Fig. 1: cells coloured by class
Fill, decap, tap and diode cells in grey.
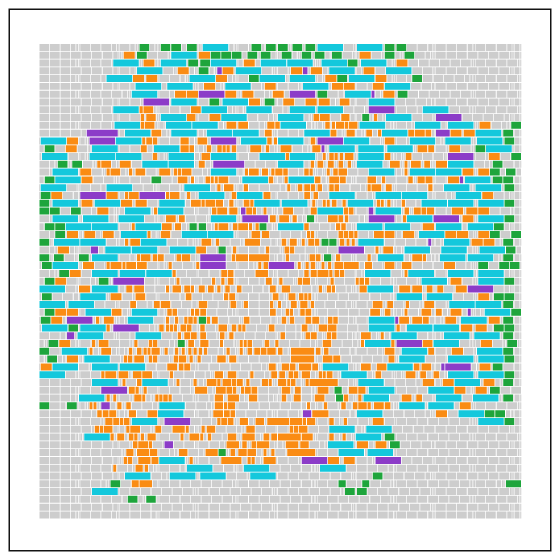
Fig. 2: cell placement
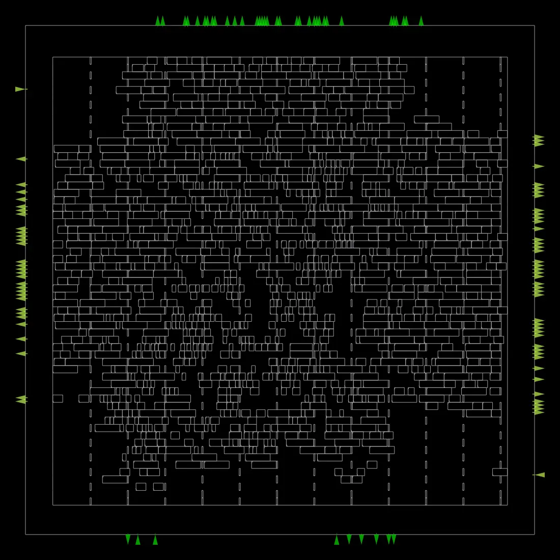
Fig. 3: pin placement
Pins as bars across the die edge, other pins in grey.
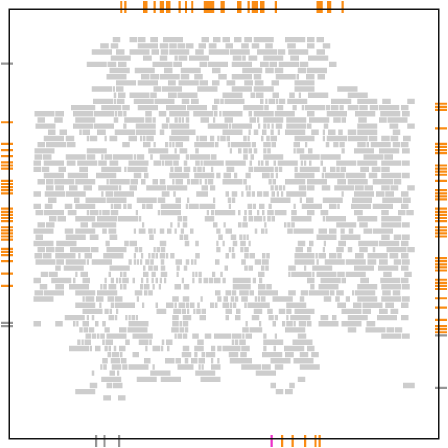
Fig. 4: clock network drawn from the DEF
Bar = 50 um.
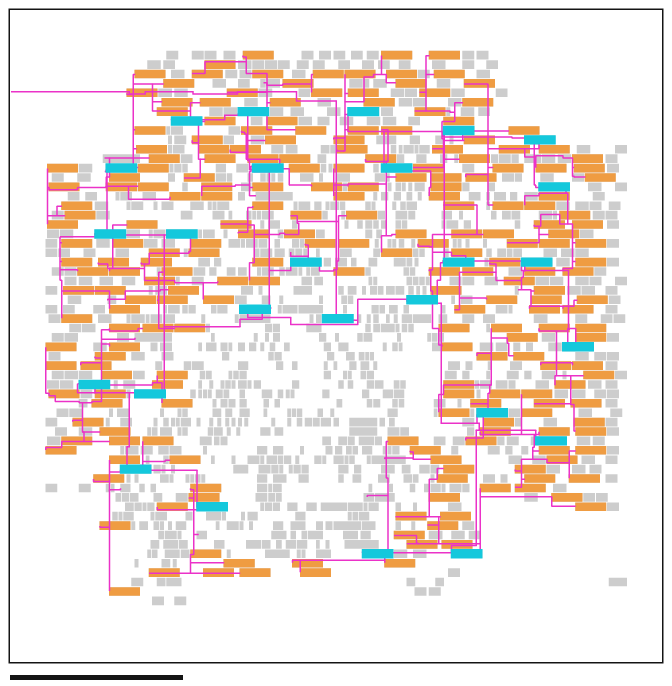
==> config.mk <==
export PLATFORM = sky130hd
export DESIGN_NAME = matrix_cfg_loader
export DESIGN_NICKNAME = d
export VERILOG_FILES = /design/src/rtl/matrix_cfg_pkg.sv /design/src/rtl/matrix_cfg_entry_chk.sv /design/src/rtl/matrix_cfg_loader.sv
export SDC_FILE = /design/constraint.sdc
export NUM_CORES = 1
export LEC_CHECK = 0
export CAP_MARGIN = 20
export CORE_MARGIN = 10
export CORE_UTILIZATION = 40
export DETAILED_ROUTE_END_ITERATION = 8
export PLACE_DENSITY_LB_ADDON = 0.3
export SYNTH_ARGS = -nofsm -noshare
export SYNTH_HDL_FRONTEND = slang
export SYNTH_SLANG_ARGS = --single-unit
==> constraint.sdc <==
create_clock -name clk -period 6.6 [get_ports clk]
set_clock_uncertainty 0.1 [all_clocks]
set_input_delay 1.32 -clock clk [delete_from_list [all_inputs] [get_ports clk]]
set_output_delay 1.32 -clock clk [all_outputs]
set_load 0.01 [all_outputs]
==> impl_metrics.env <==
# yosys + openroad results
export IMPL_drive_gt1_share_pct=16.71
export IMPL_status="completed"
export IMPL_postPlaceCellArea_sq_um=12880
export IMPL_grt_pass1_vias=8635
export IMPL_synthMuxAreaShare_pct=16.80
export IMPL_grt_pass1_wl_um=51350
export IMPL_cp_arrival_ns=5.47
export IMPL_drv_cap=0
export IMPL_syn_to_final_growth_pct=21.11
export IMPL_clkTransAtPathRegs_ns=0.06
export IMPL_viasPerCell=5.580
export IMPL_finalNetCount=1148
export IMPL_fp_utilization_pct=40.66
export IMPL_worstPathRequired_ns=6.88
export IMPL_dp_cells=1479
export IMPL_drc=0
export IMPL_synth_cell_types=83
export IMPL_cts_sinks=235
export IMPL_dieArea_sq_um=35530
export IMPL_maxSlewHeadroom_pct=34.95
export IMPL_setup_ws_ns=1.415
export IMPL_drt_pass1_iterations=5
export IMPL_place_ws_ns=1.497
export IMPL_num_io_pins=117
export IMPL_powerDensity_nw_per_um2=237.2
Notes on Fig. 1 above:
- remaining logic cells: orange (cells 736; share of their area 40%)
- clock drivers and dummy loads: purple (cells 47; share of their area 6.5%)
- remaining buffers and delay cells: green (cells 131; share of their area 9.6%)
- registers: cyan (cells 235; share of their area 44%)
Core Util, Final: 49.24%
post-route cell area: 13750 sq um

Notes on Fig. 2 above:
num rows: 61
num sequential: 235
core box area: 27930 sq um

Notes on Fig. 3 above:
- cfg_bus: orange (pins 108; direction output; edge 41 right, 34 top, 28 left, 5 bottom)
- cfg_start: magenta (pins 1; direction input; edge bottom)
IO Port Bufs: 116
Chip Width: 188.5 um
Die Y-Extent: 188.5 um

Notes on Fig. 4 above:
- clock-net drivers: cyan (count 26)
- flip-flops: orange (count 235)
- clock wires: magenta (length 2930 um)
- routed clock nets: 27
Clk power: 0.00146 W
Clock power frac: 44.8%
worst skew pair latency: 0.52 ns

## where the power goes
group	switching [W]	internal [W]
clock	0.000580	0.000881
combinational	0.000176	0.000127
sequential	0.0000329	0.00147
total	0.000789	0.00247
## tightest hold or removal path, cell delays in order (launching register included)
cell	delay, ns
dfrtp_1	0.34
nand2_1	0.05
o21ai_0	0.06
## layout make-up
| class | count | area (sq um) | share of cell area (%) |
|---|---|---|---|
| clock buffer | 35 | 715.7 | 5.203 |
| clock inverter | 12 | 151.4 | 1.101 |
| inverter | 22 | 82.58 | 0.6004 |
| multi-input combinational | 714 | 5175 | 37.62 |
| sequential | 235 | 5881 | 42.75 |
| tap | 378 | 473.0 | 3.439 |
| timing repair buffer | 131 | 1276 | 9.279 |
## through the flow
step	util, %	power (W)	hold WS (ns)
finish	49.24	0.003262	0.3779
global route	49.24	0.003391	0.4073
CTS	49.21	0.003302	0.3862
detailed placement	46.11	0.001834	0.3721
global placement	46.11	0.001833	0.3685
floorplan	-	0.001720	0.3444
## cells by family (layout without fill, tap and decap cells)
| family | Yosys count | after routing |
|---|---|---|
| and+or+nand+nor | 356 | 356 |
| DFF | 235 | 235 |
| muxes | 177 | 177 |
| AOI/OAI and AO/OA | 155 | 155 |
| buffers and inverters | 77 | 200 |
| adders and majority gates | 13 | 13 |
| xor gates and xnor gates | 13 | 13 |
## metal layers
layer | part of all wire, % | wire length (um) | global-route usage, % | vias to the layer above
met5 | 0 | 0 | 0 | -
met2 | 43 | 14080 | 26.30 | 360
met1 | 46 | 14930 | 25.60 | 4226
met3 | 8.2 | 2653 | 4.450 | 50
li1 | - | - | - | 3884
met4 | 2.5 | 810 | 5.037 | 0
## cell usage in the layout (no fill, tap or decap), types with 6 or more instances in the layout
cell and instances:
dfrtp_1 235, clkdlybuf4s50_1 114, mux2_2 109, nor2_1 101, nand2_1 82, mux2i_1 68, a21oi_1 36, nand3_1 34
o21ai_0 29, nand2b_1 29, clkbuf_16 27, inv_1 20, nor3_1 18, nand4_1 16, buf_4 15, nand3b_1 13
ha_1 12, xnor2_1 9, nor2b_1 9, and2_1 9, and3_1 8, nor4_1 8, o22ai_1 7, clkbuf_1 7
a32o_1 6
## synthesized netlist by cell type, drive strengths merged, types with 7 or more instances
cell type and n:
nor4 8, nand2b 29, mux2 109, xnor2 9, dfrtp 235, buf 13, nand4 16, nand3 34
mux2i 68, and2 9, nor2b 9, ha 12, and3 9, a21oi 38, o22ai 7, o21ai 33
nand3b 13, nor2 102, inv 21, clkbuf 42, nand2 82, nor3 21
No activity file was given, so power comes from the tool's default toggle rates.
